--- config.mk ---
export PLATFORM = sky130hd
export DESIGN_NAME = multicycle_control_flat
export DESIGN_NICKNAME = d
export VERILOG_FILES = /design/src/rtl/multicycle_control_if.sv /design/src/rtl/multicycle_control.sv /design/src/flat_wrapper.sv
export SDC_FILE = /design/constraint.sdc
export NUM_CORES = 1
export LEC_CHECK = 0
export ABC_AREA = 1
export CAP_MARGIN = 20
export CORE_ASPECT_RATIO = 2
export CORE_MARGIN = 4
export CORE_UTILIZATION = 48
export DETAILED_ROUTE_END_ITERATION = 6
export PLACE_DENSITY = 0.76
export SLEW_MARGIN = 0
export SYNTH_ARGS = -nofsm -noshare
export SYNTH_HDL_FRONTEND = slang
export SYNTH_SLANG_ARGS = --single-unit
export TNS_END_PERCENT = 1
--- constraint.sdc ---
create_clock -name clk -period 1.76 [get_ports clk]
set_input_delay 0.352 -clock clk [delete_from_list [all_inputs] [get_ports clk]]
set_output_delay 0.352 -clock clk [all_outputs]
set_load 0.005 [all_outputs]
--- src/rtl/multicycle_control_if.sv ---
// -----------------------------------------------------------------------------
// multicycle_control_if
// Bundle between the multicycle sequencer and the MIPS datapath.
//   Datapath -> control : OP (instruction register opcode), Zero (ALU flag),
//                         MemReady (memory handshake)
//   Control -> datapath : PC/memory/IR/register-file strobes and the ALU and
//                         PC multiplexer selects
// Modports:
//   master : the sequencer (drives the strobes and selects)
//   slave  : the datapath (drives opcode, flag and handshake)
// -----------------------------------------------------------------------------
interface multicycle_control_if;
    logic [5:0] OP;
    logic       Zero;
    logic       MemReady;

    logic       PCWrite;
    logic       IorD;
    logic       MemRead;
    logic       MemWrite;
    logic       IRWrite;
    logic       RegDst;
    logic       MemtoReg;
    logic       RegWrite;
    logic       ALUSrcA;
    logic [1:0] ALUSrcB;
    logic [2:0] ALUOp;
    logic [1:0] PCSource;

    modport master (
        input  OP, Zero, MemReady,
        output PCWrite, IorD, MemRead, MemWrite, IRWrite, RegDst, MemtoReg,
               RegWrite, ALUSrcA, ALUSrcB, ALUOp, PCSource
    );

    modport slave (
        output OP, Zero, MemReady,
        input  PCWrite, IorD, MemRead, MemWrite, IRWrite, RegDst, MemtoReg,
               RegWrite, ALUSrcA, ALUSrcB, ALUOp, PCSource
    );
endinterface

--- src/rtl/multicycle_control.sv ---
// -----------------------------------------------------------------------------
// multicycle_control
// Sequencing FSM for the multicycle MIPS core: one instruction phase per
// cycle, stalls on the memory ready handshake, counts retired instructions
// and raises a sticky flag on unsupported opcodes.
// Ports:
//   clk        : rising-edge clock
//   reset      : asynchronous active-low reset; while low every strobe is 0
//   bus        : datapath bundle (master side), see multicycle_control_if
//   State      : current state code (debug)
//   Retired    : one-cycle pulse in the final cycle of each legal instruction
//   InstrCount : retired-instruction counter, wraps modulo 2^COUNT_WIDTH
//   IllegalOp  : sticky unsupported-opcode flag, cleared only by reset
// -----------------------------------------------------------------------------
module multicycle_control #(
    parameter int COUNT_WIDTH = 32
) (
    input  logic                       clk,
    input  logic                       reset,
    multicycle_control_if.master       bus,
    output logic [3:0]                 State,
    output logic                       Retired,
    output logic [COUNT_WIDTH-1:0]     InstrCount,
    output logic                       IllegalOp
);

    localparam logic [5:0] OP_R    = 6'h00;
    localparam logic [5:0] OP_J    = 6'h02;
    localparam logic [5:0] OP_BEQ  = 6'h04;
    localparam logic [5:0] OP_BNE  = 6'h05;
    localparam logic [5:0] OP_ADDI = 6'h08;
    localparam logic [5:0] OP_ANDI = 6'h0C;
    localparam logic [5:0] OP_ORI  = 6'h0D;
    localparam logic [5:0] OP_LUI  = 6'h0F;
    localparam logic [5:0] OP_LW   = 6'h23;
    localparam logic [5:0] OP_SW   = 6'h2B;

    localparam logic [COUNT_WIDTH-1:0] CNT_ONE = {{(COUNT_WIDTH-1){1'b0}}, 1'b1};

    typedef enum logic [3:0] {
        S_FETCH  = 4'd0,
        S_DECODE = 4'd1,
        S_MEMADR = 4'd2,
        S_MEMRD  = 4'd3,
        S_MEMWB  = 4'd4,
        S_MEMWR  = 4'd5,
        S_EXEC_R = 4'd6,
        S_EXEC_I = 4'd7,
        S_ALU_WB = 4'd8,
        S_BRANCH = 4'd9,
        S_JUMP   = 4'd10
    } state_e;

    state_e                   state_q, state_d;
    logic [5:0]               op_q, op_d;          // opcode latched in DECODE
    logic [COUNT_WIDTH-1:0]   cnt_q, cnt_d;
    logic                     illegal_q, illegal_d;
    logic                     retired_s;

    // State, latched opcode, counter and sticky flag registers.
    always_ff @(posedge clk or negedge reset) begin
        if (!reset) begin
            state_q   <= S_FETCH;
            op_q      <= 6'h00;
            cnt_q     <= {COUNT_WIDTH{1'b0}};
            illegal_q <= 1'b0;
        end else begin
            state_q   <= state_d;
            op_q      <= op_d;
            cnt_q     <= cnt_d;
            illegal_q <= illegal_d;
        end
    end

    // Next-state and control-strobe decode from state, latched opcode and handshake.
    always_comb begin
        state_d      = S_FETCH;
        op_d         = op_q;
        illegal_d    = illegal_q;
        retired_s    = 1'b0;
        bus.PCWrite  = 1'b0;
        bus.IorD     = 1'b0;
        bus.MemRead  = 1'b0;
        bus.MemWrite = 1'b0;
        bus.IRWrite  = 1'b0;
        bus.RegDst   = 1'b0;
        bus.MemtoReg = 1'b0;
        bus.RegWrite = 1'b0;
        bus.ALUSrcA  = 1'b0;
        bus.ALUSrcB  = 2'b00;
        bus.ALUOp    = 3'b000;
        bus.PCSource = 2'b00;

        if (!reset) begin
            // Reset is asynchronous, so the strobes must drop without waiting
            // for the state register; everything stays at its default.
            state_d = S_FETCH;
        end else begin
            case (state_q)
                S_FETCH: begin
                    bus.MemRead = 1'b1;
                    bus.ALUSrcB = 2'b01;
                    bus.IRWrite = bus.MemReady;
                    bus.PCWrite = bus.MemReady;
                    state_d     = bus.MemReady ? S_DECODE : S_FETCH;
                end
                S_DECODE: begin
                    // Branch target precomputed while the opcode is decoded.
                    bus.ALUSrcB = 2'b11;
                    op_d        = bus.OP;
                    case (bus.OP)
                        OP_R:                          state_d = S_EXEC_R;
                        OP_ADDI, OP_ANDI, OP_ORI,
                        OP_LUI:                        state_d = S_EXEC_I;
                        OP_LW, OP_SW:                  state_d = S_MEMADR;
                        OP_BEQ, OP_BNE:                state_d = S_BRANCH;
                        OP_J:                          state_d = S_JUMP;
                        default: begin
                            state_d   = S_FETCH;
                            illegal_d = 1'b1;
                        end
                    endcase
                end
                S_MEMADR: begin
                    bus.ALUSrcA = 1'b1;
                    bus.ALUSrcB = 2'b10;
                    state_d     = (op_q == OP_SW) ? S_MEMWR : S_MEMRD;
                end
                S_MEMRD: begin
                    bus.IorD    = 1'b1;
                    bus.MemRead = 1'b1;
                    state_d     = bus.MemReady ? S_MEMWB : S_MEMRD;
                end
                S_MEMWB: begin
                    bus.MemtoReg = 1'b1;
                    bus.RegWrite = 1'b1;
                    retired_s    = 1'b1;
                    state_d      = S_FETCH;
                end
                S_MEMWR: begin
                    bus.IorD     = 1'b1;
                    bus.MemWrite = 1'b1;
                    retired_s    = bus.MemReady;
                    state_d      = bus.MemReady ? S_FETCH : S_MEMWR;
                end
                S_EXEC_R: begin
                    bus.ALUSrcA = 1'b1;
                    bus.ALUOp   = 3'b111;
                    state_d     = S_ALU_WB;
                end
                S_EXEC_I: begin
                    bus.ALUSrcA = 1'b1;
                    bus.ALUSrcB = 2'b10;
                    case (op_q)
                        OP_ANDI: bus.ALUOp = 3'b100;
                        OP_ORI:  bus.ALUOp = 3'b011;
                        OP_LUI:  bus.ALUOp = 3'b101;
                        default: bus.ALUOp = 3'b000;
                    endcase
                    state_d = S_ALU_WB;
                end
                S_ALU_WB: begin
                    bus.RegWrite = 1'b1;
                    bus.RegDst   = (op_q == OP_R);
                    retired_s    = 1'b1;
                    state_d      = S_FETCH;
                end
                S_BRANCH: begin
                    bus.ALUSrcA  = 1'b1;
                    bus.ALUOp    = 3'b001;
                    bus.PCSource = 2'b01;
                    bus.PCWrite  = ((op_q == OP_BEQ) &&  bus.Zero) ||
                                   ((op_q == OP_BNE) && !bus.Zero);
                    retired_s    = 1'b1;
                    state_d      = S_FETCH;
                end
                S_JUMP: begin
                    bus.PCSource = 2'b10;
                    bus.PCWrite  = 1'b1;
                    retired_s    = 1'b1;
                    state_d      = S_FETCH;
                end
                default: begin
                    // Unused codes recover to FETCH with all strobes idle.
                    state_d = S_FETCH;
                end
            endcase
        end

        cnt_d = retired_s ? (cnt_q + CNT_ONE) : cnt_q;
    end

    assign State      = state_q;
    assign Retired    = retired_s;
    assign InstrCount = cnt_q;
    assign IllegalOp  = illegal_q;

endmodule

--- src/flat_wrapper.sv ---
// flat-port wrapper written by rule: the top's interface ports become plain ports
module multicycle_control_flat 
#(
    parameter int COUNT_WIDTH = 32
)
  (clk, reset, State, Retired, InstrCount, IllegalOp, bus_OP, bus_Zero, bus_MemReady, bus_PCWrite, bus_IorD, bus_MemRead, bus_MemWrite, bus_IRWrite, bus_RegDst, bus_MemtoReg, bus_RegWrite, bus_ALUSrcA, bus_ALUSrcB, bus_ALUOp, bus_PCSource);
  multicycle_control_if bus_i ();
  input  logic clk;
  input  logic reset;
  output logic [3:0] State;
  output logic Retired;
  output logic [COUNT_WIDTH-1:0] InstrCount;
  output logic IllegalOp;
  input wire logic [$bits(bus_i.OP)-1:0] bus_OP;
  input wire logic [$bits(bus_i.Zero)-1:0] bus_Zero;
  input wire logic [$bits(bus_i.MemReady)-1:0] bus_MemReady;
  output wire logic [$bits(bus_i.PCWrite)-1:0] bus_PCWrite;
  output wire logic [$bits(bus_i.IorD)-1:0] bus_IorD;
  output wire logic [$bits(bus_i.MemRead)-1:0] bus_MemRead;
  output wire logic [$bits(bus_i.MemWrite)-1:0] bus_MemWrite;
  output wire logic [$bits(bus_i.IRWrite)-1:0] bus_IRWrite;
  output wire logic [$bits(bus_i.RegDst)-1:0] bus_RegDst;
  output wire logic [$bits(bus_i.MemtoReg)-1:0] bus_MemtoReg;
  output wire logic [$bits(bus_i.RegWrite)-1:0] bus_RegWrite;
  output wire logic [$bits(bus_i.ALUSrcA)-1:0] bus_ALUSrcA;
  output wire logic [$bits(bus_i.ALUSrcB)-1:0] bus_ALUSrcB;
  output wire logic [$bits(bus_i.ALUOp)-1:0] bus_ALUOp;
  output wire logic [$bits(bus_i.PCSource)-1:0] bus_PCSource;
  assign bus_i.OP = bus_OP;
  assign bus_i.Zero = bus_Zero;
  assign bus_i.MemReady = bus_MemReady;
  assign bus_PCWrite = bus_i.PCWrite;
  assign bus_IorD = bus_i.IorD;
  assign bus_MemRead = bus_i.MemRead;
  assign bus_MemWrite = bus_i.MemWrite;
  assign bus_IRWrite = bus_i.IRWrite;
  assign bus_RegDst = bus_i.RegDst;
  assign bus_MemtoReg = bus_i.MemtoReg;
  assign bus_RegWrite = bus_i.RegWrite;
  assign bus_ALUSrcA = bus_i.ALUSrcA;
  assign bus_ALUSrcB = bus_i.ALUSrcB;
  assign bus_ALUOp = bus_i.ALUOp;
  assign bus_PCSource = bus_i.PCSource;
  multicycle_control #(.COUNT_WIDTH(COUNT_WIDTH)) u_core (.clk(clk), .reset(reset), .bus(bus_i), .State(State), .Retired(Retired), .InstrCount(InstrCount), .IllegalOp(IllegalOp));
endmodule
==> results.py <==
# Metrics from the implementation run
metrics = {
    "run_status": {
        "status": "finished, violations left",
        "violations": "negative setup slack",
    },
    "clocking": {
        "hold_buffers": 0,
        "cts_tree": "built",
        "cts.htree.levels": 2,
        "root_buffer": "clkbuf_16",
        "clk_pin_slew_worst_paths_ps": 70,
    },
    "synth": {
        "yosysWarnings": 0,
        "ys_types": 28,
        "ys_seq_elements": 43,
        "ys_seq_share_pct": 36.09,
        "syn_area_um2": 2982,
        "synth.avg_cell_area_um2": 6.048,
        "synthesis.nets": 504,
        "ys_area_um2": 2982,
        "synth-edff-count": 0,
        "yosys_cells": 493,
        "synthFlopType": "dfrtp_1",
        "synthArstFlopShare_pct": 100.0,
    },
    "sta": {
        "finalSetupViolations": 16,
        "finalClockPeriodUsage_pct": 109.6,
        "setup_ws_ps": -169.0,
        "rsz0062_at_grt": "yes",
        "hold_slack_ps": 29.64,
        "timing.fmax_ghz": 0.5184,
        "relSlewSlack_pct": 70.71,
        "slew_viol_final": 0,
        "hold_viol": 0,
        "finalSetupTns_ps": -1587,
        "worst_pin_slew_ps": 439.4,
    },
    "critical_path": {
        "worstSetupPathType": "reg -> out",
        "arrival_ps": 1580,
        "start_kind": "flop",
        "worst_ep_required_time_ps": 1410,
    },
    "final_layout": {
        "final_cell_mix": "nand2_1 (225), nor2_1 (66), buf_4 (58)",
        "drive_above_1_share_pct": 19.94,
        "fin_nets": 627,
        "n_antenna_cell": 0,
        "n_fill_cell": 529,
        "final_common_cell": "nand2_1",
    },
    "floorplanning": {
        "dieArea_um2": 7613,
        "initial_utilization_pct": 49.65,
        "core-area_um2": 6006,
        "die_h_um": 119.5,
        "io_pins": 64,
    },
    "route": {
        "post-route-drc-count": 0,
        "dr.pass1.iters": 5,
        "antenna_left": 0,
        "vias_per_cell": 5.181,
        "drt-total-wl_um": 9998,
        "drtIter0Drc": 198,
        "wl_per_cell_um": 14.70,
    },
    "placement": {
        "dp_hpwl_um": 7749,
        "place_ws_ps": -340.0,
        "portBuffers": 63,
        "place_congestion": 0.9155,
    },
    "worst_hold_path": {
        "hp-class": "in -> async",
    },
    "pwr": {
        "ir_drop_mv": 0.5466,
        "p_total_mw": 2.896,
        "leakagePower_nw": 2.135,
    },
    "grt": {
        "grt-ovfl-total": 0,
        "grt_pass1_wl_um": 16110,
        "antenna_found_initial": 0,
        "gr-usage-all-layers_pct": 27.46,
    },
    "job": {
        "warnings": 28,
    },
}
## worst max-delay path: stages, from the launching register on
cell     delay (ps)
dfrtp_2         440
nor2_4          140
buf_4           130
o21ai_2          50
or2_1           220
buf_4           150
nand2_4          70
buf_6            90
## kinds of logic after synthesis
logic type | synth area share [%]
simple gates | 45.62
buf+inv | 8.476
flops | 36.09
compound gates | 5.582
xor+xnor | 3.819
fa+ha+maj | 0.4196
## Yosys cell counts, drive strengths merged, types with 3 or more instances
cell type  number  area (µm²)
a21oi           8       40.04
nor2           80       312.8
buf             7       50.04
nand3          20       100.1
o21ai          13       65.06
dfrtp          43        1076
inv            54       202.7
nand4           6       37.54
xor2            8       70.07
xnor2           5       43.79
nor3            3       15.01
a31oi           4       25.02
nand2         234       880.9
## per-stage QoR
| stage | utilization, % | std cells | area (µm²) |
|---|---|---|---|
| after global placement | 66.75 | 660 | 4009 |
| after floorplan | - | 493 | 2982 |
| after detailed placement | 66.75 | 660 | 4009 |
| final | 72.94 | 680 | 4380 |
| after global routing | 72.94 | 680 | 4380 |
| after CTS | 71.83 | 676 | 4314 |
## registers in the layout (all words and copies together), names as in the netlist
register           cells
u_core.InstrCount     32
u_core.State           4
u_core.op_q            6
u_core.IllegalOp       1
## metal layers
metal  wire length (µm)  up-vias  GRT usage, %  part of all wire (%)
li1                   -     1752             -                     -
met1               3183     1612         25.45                    32
met5                  0        -             0                     0
met2               5851      120         53.05                    59
met3                358       39         3.585                   3.6
met4                604        0         18.40                   6.0
## area by class of cell
| class | count | area share (%) |
|---|---|---|
| clock buffers | 6 | 2.942 |
| clock inverters | 2 | 1.371 |
| inverters | 54 | 4.684 |
| multi-input cells | 389 | 40.85 |
| flip-flops and latches | 43 | 24.62 |
| well taps | 63 | 1.799 |
| repair buffers | 123 | 23.74 |
## path summary, 6_finish.rpt
path / from / endpoint / slack (ps) / depth (start not counted)
hold reg to reg: u_core.IllegalOp / u_core.IllegalOp / 520 / 1
setup / recovery: u_core.State[3] / Retired / -170 / 7
min in group clk: u_core.IllegalOp / u_core.IllegalOp / 520 / 1
max in group asynchronous: reset / u_core.InstrCount[31] / 1240 / 2
hold / removal: reset / u_core.InstrCount[17] / 30 / 2
setup reg to reg: u_core.State[3] / u_core.InstrCount[0] / 10 / 9
## power breakdown
| part | switching, mW | leakage (nW) | internal [mW] | total (mW) |
|---|---|---|---|---|
| clock | 0.391 | 0.0911 | 0.814 | 1.21 |
| combinational | 0.267 | 1.47 | 0.279 | 0.546 |
| sequential | 0.0856 | 0.575 | 1.06 | 1.14 |
| total | 0.743 | 2.14 | 2.15 | 2.90 |
## timing repair
item                       in CTS  in global routing
pin swaps                      12                 15
gates cloned                    0                  0
setup endpoints to repair      17                 49
resized                        73                 34
buffers inserted                8                  5
**Routed metal per tile**

The bar under the picture is 20 µm long. 13 x 24 tiles, from white (low) to dark blue (high), scaled to the fullest tile. Values are wire area over tile area, all layers added.
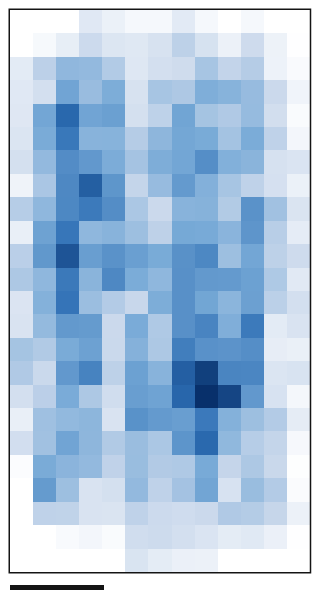
nearly empty tiles: 7.7%
mean over tiles: 0.21
fullest tile: 0.63
tiles over half the peak: 24%

**Clock wiring as the flow saved it**

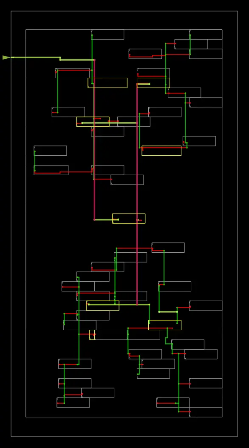
Num CTS Buffers: 5
clock skew: 6.292 ps
CTS sink cnt: 43

**Clock wires, drivers and flops**

The bar under the picture is 20 µm long.
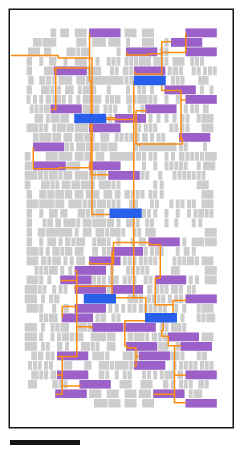
[flip-flops] purple | count: 43
[cells driving clock nets] blue | count: 5
[clock wires] orange | length: 610 µm
routed clock nets: 6
Clk network pwr share: 41.6%
clk latency late pin: 290 ps

Power and IR drop assume default switching activity.
